**src/rtl/prn_despread_rx.sv**
```systemverilog
// PRN despreading receiver: chip correlator with acquisition/lock tracking.
// Completed windows report correlation, slip requests and data bits.
module prn_despread_rx #(
   parameter int DIN_WIDTH = 16,
   parameter int SF        = 16,
   parameter int THRESH    = 2000,
   parameter int MISS_MAX  = 3
) (
   input  logic                                  clk,
   input  logic                                  rst,
   input  logic                                  en,
   input  logic [DIN_WIDTH-1:0]                  rx_din,
   input  logic                                  rx_vld,
   input  logic                                  prn_chip,
   output logic                                  prn_slip,
   output logic [DIN_WIDTH+$clog2(SF):0]         corr_out,
   output logic                                  corr_vld,
   output logic                                  bit_out,
   output logic                                  bit_vld,
   output logic                                  locked,
   output logic [1:0]                            state
);

   localparam int LOG_SF = $clog2(SF);
   localparam int ACC_W  = DIN_WIDTH + LOG_SF + 1;

   localparam logic [1:0] S_IDLE = 2'd0;
   localparam logic [1:0] S_ACQ  = 2'd1;
   localparam logic [1:0] S_LOCK = 2'd2;

   localparam logic [LOG_SF-1:0] CNT_LAST = LOG_SF'(SF - 1);
   localparam logic [3:0]        MISS_LIM = 4'(MISS_MAX);
   localparam logic [63:0]       THR      = 64'(THRESH);

   logic [ACC_W-1:0]  acc;
   logic [ACC_W-1:0]  ext;
   logic [ACC_W-1:0]  prod;
   logic [ACC_W-1:0]  sum;
   logic [ACC_W-1:0]  mag;
   logic [LOG_SF-1:0] cnt;
   logic [3:0]        miss;
   logic [3:0]        miss_inc;
   logic              take;
   logic              last;
   logic              hit;

   assign ext  = {{(ACC_W-DIN_WIDTH){rx_din[DIN_WIDTH-1]}}, rx_din};
   assign prod = prn_chip ? ext : -ext;
   assign sum  = acc + prod;

   // ACC_W leaves headroom, so |sum| never overflows the magnitude.
   assign mag = sum[ACC_W-1] ? -sum : sum;
   assign hit = {{(64-ACC_W){1'b0}}, mag} >= THR;

   assign take     = en && rx_vld && (state != S_IDLE);
   assign last     = take && (cnt == CNT_LAST);
   assign miss_inc = miss + 4'd1;
   assign locked   = (state == S_LOCK);

   always_ff @(posedge clk or posedge rst) begin
      if (rst) begin
         state    <= S_IDLE;
         acc      <= '0;
         cnt      <= '0;
         miss     <= '0;
         corr_out <= '0;
         corr_vld <= 1'b0;
         bit_out  <= 1'b0;
         bit_vld  <= 1'b0;
         prn_slip <= 1'b0;
      end else begin
         corr_vld <= 1'b0;
         bit_vld  <= 1'b0;
         prn_slip <= 1'b0;
         if (!en || state == 2'd3) begin
            state <= S_IDLE;
            acc   <= '0;
            cnt   <= '0;
            miss  <= '0;
         end else if (state == S_IDLE) begin
            state <= S_ACQ;
            acc   <= '0;
            cnt   <= '0;
            miss  <= '0;
         end else if (last) begin
            acc      <= '0;
            cnt      <= '0;
            corr_out <= sum;
            corr_vld <= 1'b1;
            if (state == S_ACQ) begin
               if (hit && miss == 4'd0) state <= S_LOCK;
               else prn_slip <= 1'b1;
            end else begin
               bit_vld <= 1'b1;
               bit_out <= ~sum[ACC_W-1];
               if (hit) begin
                  miss <= '0;
               end else if (miss_inc >= MISS_LIM) begin
                  miss  <= '0;
                  state <= S_ACQ;
               end else begin
                  miss <= miss_inc;
               end
            end
         end else if (take) begin
            acc <= sum;
            cnt <= cnt + 1'b1;
         end
      end
   end

endmodule

```
**config.mk**
```make
export PLATFORM = sky130hd
export DESIGN_NAME = prn_despread_rx
export DESIGN_NICKNAME = d
export VERILOG_FILES = /design/src/rtl/prn_despread_rx.sv
export SDC_FILE = /design/constraint.sdc
export NUM_CORES = 1
export LEC_CHECK = 0
export CORE_MARGIN = 2
export CORE_UTILIZATION = 58
export DETAILED_ROUTE_END_ITERATION = 7
export PLACE_DENSITY = 0.82
export SLEW_MARGIN = 20
export SYNTH_ARGS = -nofsm -noshare
export SYNTH_HDL_FRONTEND = slang
export SYNTH_SLANG_ARGS = --single-unit
```
**constraint.sdc**
```tcl
create_clock -name clk -period 4.3 [get_ports clk]
set_input_delay 0.86 -clock clk [delete_from_list [all_inputs] [get_ports clk]]
set_output_delay 0.86 -clock clk [all_outputs]
set_load 0.01 [all_outputs]
```
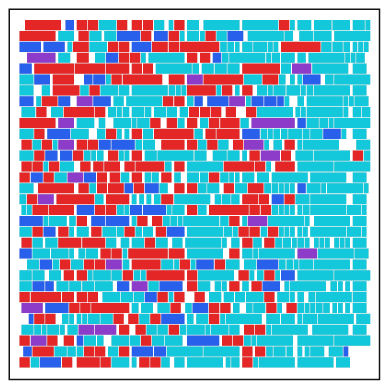
Run 1: cells by drive strength
Scale: 4 px per µm.
Cyan marks x1 and smaller, cells 450, share 60%, most used nand2_1. Red marks x3 and x4, cells 210, share 28%, most used buf_4. Purple marks x6 and larger, cells 20, share 2.7%, most used buf_6. Blue marks x2, cells 66, share 8.8%, most used a21oi_2.
Non-Clock Buffer Count: 219
P&R area growth vs syn: 59.5%
smallest setup slack after layout: -0.833 ns
post-route standard cell area excluding fillers: 7190 µm²

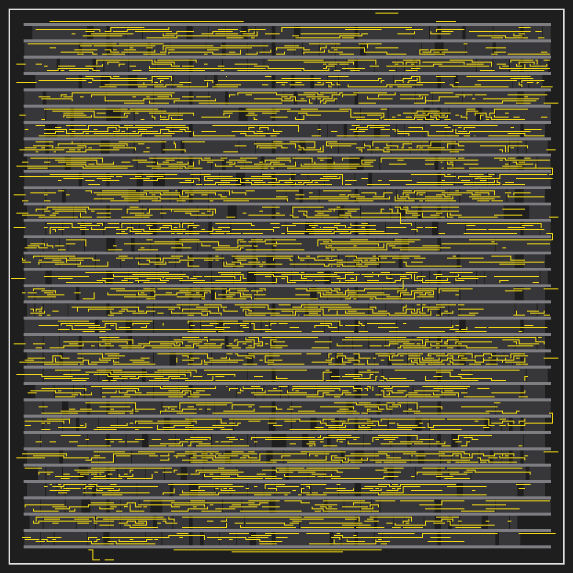
Run 1: signal wires on met1
Scale: 6 px per µm. Supply wires on this layer in grey.
The wires run mostly horizontal. The layer holds 32% of the routed length. The layer carries 7130 µm of wire. The longest straight run is 34.5 µm.
overall routed net length: 22200 µm
routed vias: 6136
met1 GRT Util: 46.4%

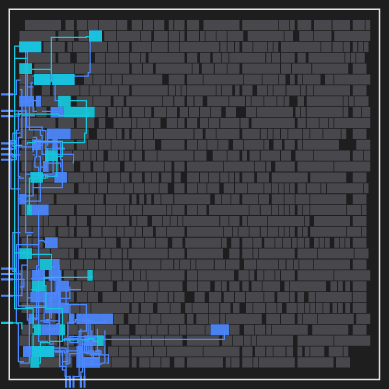
Run 1: wires at chosen ports, followed through buffers
Scale: 4 px per µm.
Cyan marks `prn_chip`, direction input, end cells 19, wire 271 µm. Blue marks `rx_din`, direction input, end cells 35, wire 925 µm.
I/O Pins: 49
tally of buffers added on design ports: 48

==> GITHUB_STEP_SUMMARY, run 1 <==
## PnR job results

| Metric | Value |
|---|---|
| Most instantiated logic cells after routing | buf_4, nand2_1, dfrtp_1 |
| Global Route Usage Sum | 39.0% |
| Floorplan Utilization | between 50% and 60% |
| Pin slew with the least headroom to its limit | 0.724 ns |
| Synth Area per Inst | 8.27 µm² |
| Post-CTS Repair Setup Buffers | 17 |
| YS warnings | 0 |
| First-pass GRT wire length | approximately 26000 µm |
| Area fraction in and, or, nand and nor cells after synthesis | 23.3% |
| Mux area share | 2.14% |
| Post-detailed-placement half-perimeter wirelength | 10400 µm |
| First-pass iteration count of the detailed router | 8 |
| Worst flop-to-flop path endpoint | state[0] |
| Data arrival time of the worst path | 5.40 ns |
| Vias in the first global route | 5399 |
| Worst min-delay path endpoint | corr_out[6] |
| Root buffer cell | clkbuf_8 |
| Max cap viols | 0 |
| Highest Clock Rate | 195 MHz |
| CTS tree | done |
| Setup slack, reg-to-reg | 0.12 ns |
| Setup repair after global routing missed its margin | true |
| Highest Signal Layer | met4 |
| Share of synthesized cell area in and-or and or-and compound cells | 24.2% |
| Core Area | 7650 µm² |
| Fin util | 94.1% |
| CP Launch Point | rx_din[4] |
| Count of nets after finishing | 795 |
| Crit share post-route | 119% |
| Static Leak | around 3.2 nW |
| Die height | ~92 µm |
| Total gr overflow | 0 |
| Worst min-delay path class | reg -> reg |
| Number of standard cells reported by yosys | roughly 550 |
| Antenna diode instance count | 0 |
| Largest net degree at the start of global routing | 38 |
| Setup clock skew after layout | 0.0161 ns |
| Critical Path Max Stage Delay | 0.59 ns |
| Largest logic family | AND-OR/OR-AND gates |
| Share of flip-flops with an asynchronous set or reset | 100% |
| Commonest flop | dfrtp_1 |
| Final routed wire length divided by cell count | 26.2 µm |
| Data required time at the worst endpoint | 4.56 ns |
| Failing checks | design-rule violations, negative setup slack |
| Status | complete, but fails checks |
| Sequential cell area fraction in the yosys report | 31.1% |
| Number of slew-limit violations in the final report | 0 |
| Overall Power | 2.29 mW |
| Final Instance Count excl. Fillers | 848 |
| DRC violations left | 28 |
| Reg2Reg Depth | 15 |
| Initial antenna violation count | 0 |
| Latest clock arrival within the worst-skew pair | 0.33 ns |
| R2r startpoint | acc[0] |
| Distinct lib cells | ~69 |
| Hold path depth | 2 |
| Buffer depth of the longest clock path | 2 |
| Type of the worst setup path | in -> reg |
| Detail Route Antenna Nets | 0 |
| Post-Syn Instances | 545 |
| Drt via density | 7.24 |
| Worst path depth | 22 |
| Full die area | around 8500 µm² |
| XOR/XNOR Area Share | 7.52% |
| Met3 wire length | ~2700 µm |
| Final-report hold violation count | 0 |
| CTS Buf Count | 5 |
| Cell with the most instances on the worst path | buf_4 |
| Setup slack after placement | -1.14 ns |
| Count of routing violations after the opening detailed-route iteration | 999 |
| Power density over the cells | 318 nW/µm² |
| Yosys stat area | 4510 µm² |
| Post-synthesis cell area | approximately 4500 µm² |
| Placed insts | 808 |
| Layout cells sized above 1 | just under 40% |
| Die W | 92.2 µm |
| Critical path's top delay family | simple AND/OR/NAND/NOR gates |
| Standard cell with the maximum stage delay on the critical path | or4b_4 |
| Rows | 32 |
| Source of the worst hold timing path | corr_out[6] |
| Max-Slew Margin vs Limit | between 50% and 60% |
| Final tally of setup violations | 5 |
| Met1 WL | 7130 µm |
| Critical path destination | state[0] |
| Number of flops mapped to enable cells by yosys | 0 |
| Post-synthesis net count | 595 |
| Smallest setup slack after layout | -0.833 ns |
| Worst-case vdd ir drop | 0.167 mV |
| Total cell area at the placement stage | ~6200 µm² |
| Crit path launch type | primary input |
| Largest fanout of any net on the critical path | 6 |
| Shortest period the worst path allows | 5.13 ns |
| Most common cell after layout, fill and taps aside | buf_4 |
| Flip-flop and latch count after synthesis | approximately 56 |
| Tightest hold margin | 0.488 ns |
| Depth of the CTS H-tree | 2 |
| Routability-driven placement congestion ratio | 0.920 |
| Setup tns final | -3.73 ns |
| Post_cts resized | roughly 85 |
-- run 1: power breakdown --
part	switching (mW)	internal [mW]	total, mW
Clock	0.191	0.173	0.364
Combinational	0.761	0.597	1.36
Sequential	0.0251	0.543	0.568
-- run 1: area by class of cell --
class                           instances  area (µm²)
Multi-Input combinational cell        448        3680
Timing Repair Buffer                  219        1810
Sequential cell                        56        1400
Fill cell                             227         453
Tap cell                              102         128
Clock buffer                            5        68.8
Inverter                               15        56.3
Clock inverter                          3        42.5
-- run 1: metal layers --
metal  GRT usage (%)  vias up
met5               0        -
met4            22.0        0
met3            5.01      291
met2            67.8      718
met1            46.4     2734
li1                -     2393
-- run 1: cell usage after synthesis (all sizes together), types with 4 or more instances --
library cell | n | share of area (%)
ha | 28 | 7.8
a211oi | 9 | 1.5
mux2 | 5 | 1.2
nor2b | 4 | 0.55
buf | 5 | 0.58
inv | 14 | 1.2
and2 | 8 | 1.1
o2bb2ai | 4 | 0.78
nand4 | 6 | 0.83
a2111oi | 4 | 0.92
mux2i | 4 | 0.89
xnor2 | 14 | 2.9
nor2 | 39 | 3.2
a31oi | 9 | 1.2
nand2 | 85 | 7.1
o21ai | 45 | 5.0
a21o | 12 | 2.0
and3 | 11 | 1.5
and4 | 5 | 0.97
a21oi | 35 | 4.0
nor3 | 6 | 0.67
xor2 | 23 | 4.6
or3 | 4 | 0.55
a22o | 8 | 1.6
nor4 | 5 | 1.1
o211ai | 8 | 1.4
clkbuf | 21 | 1.7
dfrtp | 56 | 31
nand3 | 17 | 1.9
-- run 1: flip-flops by register name, summed over array words and instances (netlist names) --
| register | flops |
|---|---|
| corr_vld | 1 |
| bit_out | 1 |
| bit_vld | 1 |
| prn_slip | 1 |
| acc | 21 |
| cnt | 4 |
| corr_out | 21 |
| miss | 4 |
| state | 2 |
## Run 2: what changed since run 1
--- a/config.mk
+++ b/config.mk
@@ -6,9 +6,8 @@
 export NUM_CORES = 1
 export LEC_CHECK = 0
 export CORE_MARGIN = 2
-export CORE_UTILIZATION = 58
+export CORE_UTILIZATION = 44
 export DETAILED_ROUTE_END_ITERATION = 7
-export PLACE_DENSITY = 0.82
 export SLEW_MARGIN = 20
 export SYNTH_ARGS = -nofsm -noshare
 export SYNTH_HDL_FRONTEND = slang
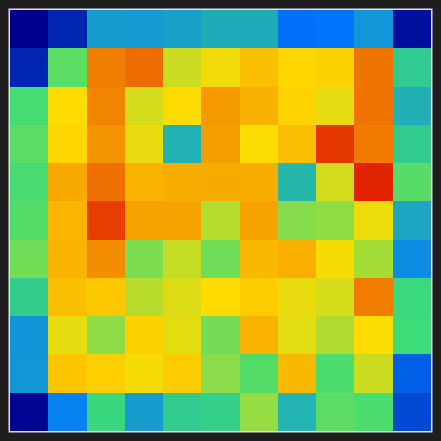
Run 2: cell density map
Scale: 4 px per µm. 11 x 11 tiles, from dark blue (low) to red (high), 0 to 100% covered.
36% of the tiles are over 75% full. The mean over all tiles is 62%. The fullest tile reaches 96%. 1.7% of the tiles are nearly empty.
Core Area: 9860 µm²
fin util: 70.8%
Floorplan Utilization: 45.7%

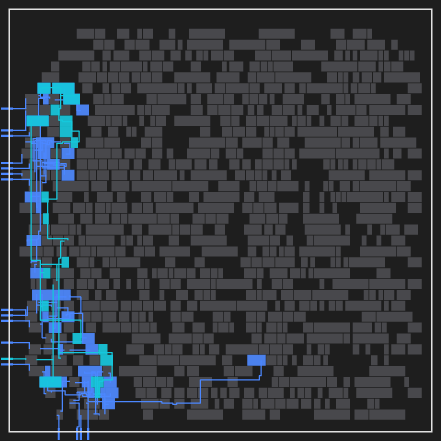
Run 2: wires at chosen ports, followed through buffers
Scale: 4 px per µm.
Blue marks `rx_din`, direction input, end cells 35, wire 515 µm. Cyan marks `prn_chip`, direction input, end cells 19, wire 235 µm.

==> run 2 against run 1 <==
The run ends with negative setup slack left. Critical path depth fell by 2. Wire length is 39% lower. Worst setup slack better by 0.53 ns. Clock power about the same. Sequential cell count stayed put. Sequential power shrank 1%. Largest cell class unchanged. Highest routed layer unchanged.
==> GITHUB_STEP_SUMMARY, run 2 <==
## PnR job results

| Metric | Value |
|---|---|
| Status | complete, but fails checks |
| Failing checks | negative setup slack |
| Leading power group | combinational cells |
| Power density over the cells | 297 nW/µm² (-6.7%) |
| Worst min-delay path class | reg -> reg |
| Commonest flop | dfrtp_1 |
| Post-synthesis cell area | 4510 µm² (unchanged) |
| Antenna diode instance count | 0 (unchanged) |
| Switching power as a share of total power | 37.7% (-5.0 points) |
| Setup repair after global routing missed its margin | true |
| Largest net degree at the start of global routing | 41 (+7.9%) |
| First-pass iteration count of the detailed router | 7 (-1) |
| Shortest period the worst path allows | 4.60 ns (-0.533 ns) |
| Share of flip-flops with an asynchronous set or reset | 100% (unchanged) |
| P_sw | 782 µW (-20%) |
| Rows | 36 (+13%) |
| P&R area growth vs syn | 54.9% |
| Power dissipated in combinational cells | 1.15 mW (-15%) |
| Dominant cells by area after synthesis | dfrtp_1, ha_1, nand2_1, o21ai_0, xor2_1 |
| Hold path depth | 2 (unchanged) |
| Number of flops mapped to enable cells by yosys | 0 (unchanged) |
| Latest clock arrival within the worst-skew pair | 0.32 ns (about the same) |
| Buffer depth of the longest clock path | 2 (unchanged) |
| Final-report hold violation count | 0 (unchanged) |
| Worst min-delay path endpoint | corr_out[5] |
| CP Launch Point | rx_din[2] |
| Crit path launch type | primary input |
| Most used standard cells in the synthesized netlist | nand2_1, dfrtp_1, o21ai_0 |
| Flip-flop and latch count after synthesis | 56 (unchanged) |
| Worst-case vdd ir drop | 0.172 mV (+2.8%) |
| Most frequent cell after synthesis | nand2_1 |
| CTS tree | done |
| Total gr overflow | 0 (unchanged) |
| Seq pwr share | 27.1% (+2.3 points) |
| Highest Signal Layer | met4 |
| Comb. cell area | 3460 µm² (-6.1%) |
| Global Route Usage Sum | 25.4% (-14 points) |
| Max-Slew Margin vs Limit | 47.9% (-3.8 points) |
| Layout cells sized above 1 | 36.5% (-3.2 points) |
| Die height | 105 µm (+14%) |
| Source of the worst hold timing path | corr_out[5] |
| Sequential logic power | 562 µW (-1%) |
| Post-detailed-placement half-perimeter wirelength | 10200 µm (-2.2%) |
| Root buffer cell | clkbuf_8 |
| Post-Syn Instances | 545 (unchanged) |
| Final routed wire length divided by cell count | 15.5 µm (-41%) |
| Detail Route Antenna Nets | 0 (unchanged) |
| Tally of buffers added on design ports | 48 (unchanged) |
| Setup clock skew after layout | 0.00430 ns (-0.0118 ns) |
| Met3 wire length | 687 µm (-75%) |
| Final tally of setup violations | 5 (unchanged) |
| Routability-driven placement congestion ratio | 0.847 (-8.0%) |
| Combinational Power Share | 55.4% (-3.9 points) |
| Post-synthesis net count | 595 (unchanged) |
| R2r startpoint | acc[0] |
| Vias in the first global route | 4745 (-12%) |
| Type of element capturing the critical path | register |
| Worst flop-to-flop path endpoint | miss[1] |
| I/O Pins | 49 (unchanged) |
| Clock tree sinks | approximately 56 |
| CTS Buf Count | 5 (unchanged) |
| Setup slack, reg-to-reg | 0.48 ns (+0.36 ns) |
| Cell-internal power | 1.29 mW (-1.5%) |
| Critical path destination | state[0] |
| Routed vias | 4867 (-21%) |
| Reg2Reg Depth | 15 (unchanged) |
| Yosys stat area | 4510 µm² (unchanged) |
| Count of routing violations after the opening detailed-route iteration | 223 (-78%) |
| Pin slew with the least headroom to its limit | 0.780 ns (+0.0563 ns) |
| Tool Warnings | 34 |
| Area leader share | 31.1% (unchanged) |
| Share of power burned in the clock network | 17.5% (+1.6 points) |
| YS warnings | 0 (unchanged) |
| Overall routed net length | 13600 µm (-39%) |
| Tally of filler cells in the layout | 799 (+250%) |
| Initial antenna violation count | 0 (unchanged) |
| CTS Hold Buffers Added | 0 |
| Largest fanout of any net on the critical path | 7 (+1) |
| Routed met2 length | between 6000 and 7000 µm |
| Clock-pin transition on the worst setup and hold timing paths | 0.10 ns |
| Number of slew-limit violations in the final report | 0 (unchanged) |
| DRC violations left | 0 (-100%) |
| Distinct lib cells | 69 (unchanged) |
| Overall Power | 2.07 mW (-9.4%) |
| Drt via density | 5.54 (-23%) |
| Met1 WL | 6200 µm (-13%) |
| Static Leak | 3.18 nW (-1.0%) |
| Largest registers | acc x21, corr_out x21 |
| Highest Clock Rate | 217 MHz (+12%) |
| Register cell area after layout | 1400 µm² (unchanged) |
| Data arrival time of the worst path | 4.87 ns (-0.53 ns) |
| Total cell area at the placement stage | 6330 µm² (+1.3%) |
| Type of the worst setup path | in -> reg |
| Post-route standard cell area excluding fillers | 6990 µm² (-2.9%) |
| Crit share post-route | 107% (-12 points) |
| Max cap viols | 0 (unchanged) |
| Full die area | 11100 µm² (+30%) |
| Count of nets after finishing | 794 (-0.13%) |
| First-pass GRT wire length | 23100 µm (-12%) |
| Die W | 105 µm (+14%) |
| Number of standard cells reported by yosys | 545 (unchanged) |
| Most instantiated logic cells after routing | buf_4, nand2_1, dfrtp_1 |
| Depth of the CTS H-tree | 2 (unchanged) |
| Most common cell after layout, fill and taps aside | buf_4 |
| Cell type with the highest aggregate area in the netlist | dfrtp_1 |
| Synth Area per Inst | 8.27 µm² (unchanged) |
| Sequential cell area fraction in the yosys report | 31.1% (unchanged) |
| Post_cts resized | 94 (+11%) |
| Post-CTS Repair Setup Buffers | 25 (+8) |
| Smallest setup slack after layout | -0.300 ns (+0.533 ns) |
| Data required time at the worst endpoint | 4.57 ns (about the same) |
| Clock network power consumption | 364 µW (about the same) |
==> run 2: cell counts after synthesis <==
Identical to the previous run, type by type.
==> run 2: metal layers <==
layer  vias up  track usage, %
li1       2375               -
met1      2325            34.8
met2       150            42.7
met3        17            2.16
met4         0            7.81
met5         -               0
==> run 2: cell families after synthesis <==
group	synth area share [%]
and+or+nand+nor	23.3
AOI/OAI and AO/OA	24.2
DFF	31.1
buffers and inverters	3.58
xor gates and xnor gates	7.52
adders and majority gates	8.21
muxes	2.14
==> run 2: through the flow <==
stage | utilization [%] | worst slack (ns) | TNS, ns | hold WS, ns | cells
global route | 70.8 | -0.586 | -2.60 | 0.512 | 878
floorplan | - | -0.219 | -0.816 | 0.454 | 545
finish | 70.8 | -0.300 | -1.16 | 0.487 | 878
global placement | 64.1 | -1.08 | -7.44 | 0.460 | 843
CTS | 70.1 | -0.147 | -0.425 | 0.495 | 875
detailed placement | 64.1 | -1.25 | -8.58 | 0.470 | 843
==> run 2: final cells by class <==
| class | count | share of cell area [%] |
|---|---|---|
| clock buffers | 5 | 0.985 |
| clock inverters | 3 | 0.663 |
| inverters | 15 | 0.806 |
| multi-input cells | 448 | 49.5 |
| flip-flops and latches | 56 | 20.1 |
| well taps | 133 | 2.38 |
| repair buffers | 218 | 25.6 |
==> run 2: critical path, stage by stage <==
cell	delay (ns)
buf_8	0.10
nor3_4	0.20
nand2_2	0.10
nor4_4	0.28
and3b_2	0.25
buf_6	0.10
a21oi_2	0.05
xor2_1	0.17
ha_1	0.36
buf_6	0.12
nand4_1	0.12
a2111oi_4	0.23
a21oi_2	0.13
a21o_1	0.22
a211oi_4	0.36
buf_4	0.19
a211oi_2	0.04
or4b_4	0.55
a2111oi_4	0.28
a211o_1	0.14
## Run 3: what changed since run 2
--- a/config.mk
+++ b/config.mk
@@ -5,9 +5,12 @@
 export SDC_FILE = /design/constraint.sdc
 export NUM_CORES = 1
 export LEC_CHECK = 0
+export ABC_CLOCK_PERIOD_IN_PS = 3710
 export CORE_MARGIN = 2
 export CORE_UTILIZATION = 44
 export DETAILED_ROUTE_END_ITERATION = 7
+export GPL_TIMING_DRIVEN = 0
+export PLACE_DENSITY = 0.67
 export SLEW_MARGIN = 20
 export SYNTH_ARGS = -nofsm -noshare
 export SYNTH_HDL_FRONTEND = slang
==> constraint.sdc (replaced) <==
create_clock -name clk -period 3.71 [get_ports clk]
set_input_delay 0.742 -clock clk [delete_from_list [all_inputs] [get_ports clk]]
set_output_delay 0.742 -clock clk [all_outputs]
set_load 0.01 [all_outputs]
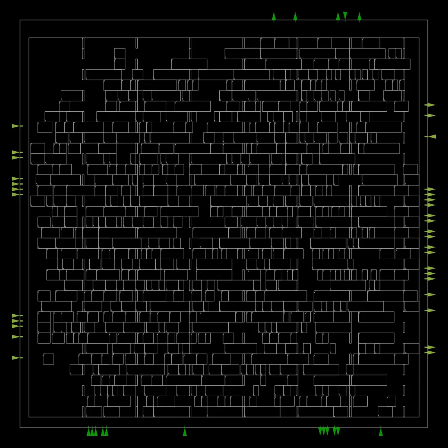
Run 3: cell placement
Final Instance Count excl. Fillers: 780
Rows: 36
FF+latch count: 56

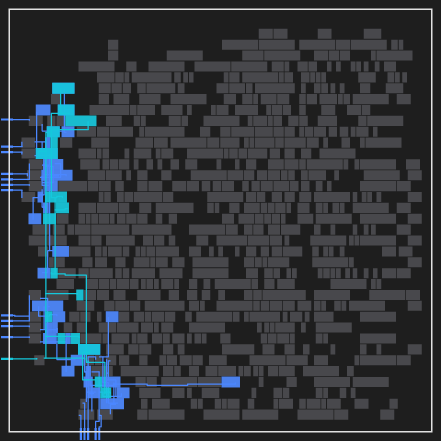
Run 3: wires at chosen ports, followed through buffers
Scale: 4 px per µm.
Blue marks `rx_din`, direction input, end cells 35, wire 428 µm. Cyan marks `prn_chip`, direction input, end cells 19, wire 222 µm.
tally of buffers added on design ports: 46

==> run 3 against run 2 <==
The run still ends with negative setup slack left. Combinational power about the same. Area after synthesis unchanged. Die area unchanged. Critical path type unchanged. Highest routed layer unchanged.
==> GITHUB_STEP_SUMMARY, run 3 <==
## PnR job results

| Metric | Value |
|---|---|
| Most common cell after layout, fill and taps aside | nand2_1 |
| Critical path's top delay family | AND-OR/OR-AND gates |
| Switching power as a share of total power | 38.7% (+1.0 points) |
| Commonest flop | dfrtp_1 |
| Source of the worst hold timing path | corr_out[13] |
| Count of nets after finishing | 698 (-12%) |
| YS warnings | 0 (unchanged) |
| R2r startpoint | acc[0] |
| Standard cell with the maximum stage delay on the critical path | or4b_4 |
| Shortest period the worst path allows | about 4.6 ns |
| Die W | 105 µm (unchanged) |
| Synth Area per Inst | 8.27 µm² (unchanged) |
| Failing checks | negative setup slack |
| Post-synthesis net count | 595 (unchanged) |
| Most frequent cell after synthesis | nand2_1 |
| Post-Syn Instances | 545 (unchanged) |
| Clock tree sinks | 56 (unchanged) |
| Crit path launch type | primary input |
| Distinct lib cells | 69 (unchanged) |
| Mux area share | 2.14% (unchanged) |
| Sequential cell area fraction in the yosys report | 31.1% (unchanged) |
| Drt via density | 5.70 (+2.9%) |
| Depth of the CTS H-tree | 2 (unchanged) |
| Largest fanout of any net on the critical path | 4 (-3) |
| Max cap viols | 0 (unchanged) |
| Clock-pin transition on the worst setup and hold timing paths | 0.10 ns (about the same) |
| Comb. cell area | 3480 µm² (+0.47%) |
| Buffer depth of the longest clock path | 2 (unchanged) |
| Number of slew-limit violations in the final report | 0 (unchanged) |
| Data arrival time of the worst path | 4.86 ns (about the same) |
| Pin slew with the least headroom to its limit | 0.695 ns (-0.0851 ns) |
| Latest clock arrival within the worst-skew pair | 0.32 ns (about the same) |
| Routability-driven placement congestion ratio | 0.858 (+1.3%) |
| CP Launch Point | rx_din[0] |
| Antenna diode instance count | 0 (unchanged) |
| Leading power group | combinational cells |
| Share of synthesized cell area in and-or and or-and compound cells | 24.2% (unchanged) |
| Worst min-delay path class | reg -> reg |
| Most used standard cells in the synthesized netlist | nand2_1, dfrtp_1, o21ai_0 |
| Worst-case vdd ir drop | 0.185 mV (+7.8%) |
| Critical Path Max Stage Delay | 0.57 ns (+0.02 ns) |
| Adder and majority gate portion of the synthesized area | 8.21% (unchanged) |
| Vias in the first global route | 4243 (-11%) |
| Data required time at the worst endpoint | 3.97 ns (-0.60 ns) |
| Largest logic family | AND-OR/OR-AND gates |
| Area fraction in and, or, nand and nor cells after synthesis | 23.3% (unchanged) |
| Floorplan Utilization | 45.7% (unchanged) |
| Setup repair after global routing missed its margin | true |
| Post-synthesis cell area | 4510 µm² (unchanged) |
| Cell-internal power | 1.32 mW (+2.2%) |
| Flip-flop and latch count after synthesis | 56 (unchanged) |
| Root buffer cell | clkbuf_8 |
| DRC violations left | 0 (unchanged) |
| Tally of filler cells in the layout | 847 (+6.0%) |
| Crit path buf inv count | 2 (-2) |
| Seq pwr share | 30.1% (+3.0 points) |
| Core Area | 9860 µm² (unchanged) |
| XOR/XNOR Area Share | 7.52% (unchanged) |
| Max-Slew Margin vs Limit | 53.3% (+5.4 points) |
| Die height | 105 µm (unchanged) |
| Post-detailed-placement half-perimeter wirelength | 9170 µm (-10%) |
| Total gr overflow | 0 (unchanged) |
| Routed vias | 4449 (-8.6%) |
| Yosys stat area | 4510 µm² (unchanged) |
| Area leader share | 31.1% (unchanged) |
| Crit path cell chain | clkdlybuf4s15_2 -> inv_1 -> ha_2 -> mux2_4 -> fa_2 -> a21o_1 -> a21oi_1 -> xor2_1 -> o211ai_1 -> o311a_1 -> a31o_1 -> o211ai_2 -> a221oi_2 -> or4b_4 -> a2111oi_4 -> a211o_1 |
| Register cell area after layout | 1400 µm² (unchanged) |
| Final tally of setup violations | 6 (+1) |
| Global Route Usage Sum | 22.6% (-2.9 points) |
| First-pass iteration count of the detailed router | 5 (-2) |
| Power density over the cells | 344 nW/µm² (+16%) |
| Combinational Power Share | 52.1% (-3.3 points) |
| Power dissipated in combinational cells | 1.12 mW (about the same) |
| Overall routed net length | 12500 µm (-8.6%) |
| Setup clock skew after layout | 0.0116 ns (+0.00727 ns) |
| Type of the worst setup path | in -> reg |
| Share of flip-flops with an asynchronous set or reset | 100% (unchanged) |
| Layout cells sized above 1 | 25.7% (-11 points) |
| Largest net degree at the start of global routing | 57 (+39%) |
| First-pass GRT wire length | 20500 µm (-11%) |
| I/O Pins | 49 (unchanged) |
| Smallest setup slack after layout | -0.891 ns (-0.591 ns) |
| Most instantiated logic cells after routing | nand2_1, dfrtp_1, buf_4 |
| Full die area | 11100 µm² (unchanged) |
| Share of power burned in the clock network | 17.8% (+0.3 points) |
| P&R area growth vs syn | 38.8% |
| Final routed wire length divided by cell count | 16.0 µm (+2.9%) |
| P_sw | 835 µW (+6.8%) |
| Placed insts | 724 (-14%) |
| CTS tree | done |
| Final-report hold violation count | 0 (unchanged) |
| Total cell area at the placement stage | 5380 µm² (-15%) |
| Number of standard cells reported by yosys | 545 (unchanged) |
| Highest Clock Rate | ~220 MHz |
| Count of routing violations after the opening detailed-route iteration | 284 (+27%) |
| CTS Buf Count | 5 (unchanged) |
| Cell type with the highest aggregate area in the netlist | dfrtp_1 |
| Type of element capturing the critical path | register |
| Static Leak | 2.69 nW (-16%) |
| Status | complete, but fails checks |
| Crit share post-route | 124% |
| Detail Route Antenna Nets | 0 (unchanged) |
| Clock network power consumption | 384 µW (+5.5%) |
| Tool Warnings | 34 (unchanged) |
| Largest registers | acc x21, corr_out x21 |
| Initial antenna violation count | 0 (unchanged) |
| Dominant cells by area after synthesis | dfrtp_1, ha_1, nand2_1, o21ai_0, xor2_1 |
| Sequential logic power | 649 µW (+15%) |
| Number of flops mapped to enable cells by yosys | 0 (unchanged) |
| Post-route standard cell area excluding fillers | 6260 µm² (-10%) |
run 3: routing by layer:
metal  track usage [%]  vias to the layer above  part of all wire [%]
met1              31.6                     2116                    47
met5                 0                        -                     0
met4              5.24                        0                   1.4
met3              2.04                       16                   3.5
li1                  -                     2195                     -
met2              37.8                      122                    48
run 3: cells by family after synthesis:
logic type / after synthesis
xor gates and xnor gates: 37
adders and majority gates: 29
buffers and inverters: 41
DFF: 56
muxes: 9
AOI/OAI and AO/OA: 162
and+or+nand+nor: 211
run 3: stage by stage:
stage	setup TNS, ns	setup WS [ns]	power [mW]	hold WS (ns)	util [%]
6_report	-3.99	-0.891	2.16	0.477	63.5
4_1_cts	-3.69	-0.819	2.07	0.485	61.9
5_1_grt	-5.40	-1.08	2.28	0.517	63.5
3_3_place_gp	-24.38	-1.90	1.47	0.458	54.5
3_5_place_dp	-26.19	-1.95	1.49	0.463	54.5
2_1_floorplan	-3.18	-0.691	1.29	0.454	-
run 3: worst paths after layout:
path,to,slack [ns],depth (start not counted)
setup / recovery,state[0],-0.89,16
setup reg to reg,state[0],-0.27,13
hold / removal,corr_out[13],0.48,2
hold reg to reg,corr_out[13],0.48,2
max in group asynchronous,acc[7],2.38,2
min in group asynchronous,acc[4],0.88,2
run 3: layout make-up:
type                    instances  share of cell area, %
repair buffers                 99                   14.2
clock inverters                 1                  0.480
well taps                     133                   2.66
inverters                      15                  0.939
multi-input cells             448                   55.5
flip-flops and latches         56                   22.4
clock buffers                   5                   1.10
plain buffers                  23                   2.70
run 3: timing repair:
item                                    4_1_cts  5_1_grt
gates cloned                                  0        0
setup buffers                                39       14
endpoints found under the setup margin       29       12
gates resized                                83       27
pin swaps                                    45       19
hold buffers                                  0        0
Power and IR drop assume default switching activity.
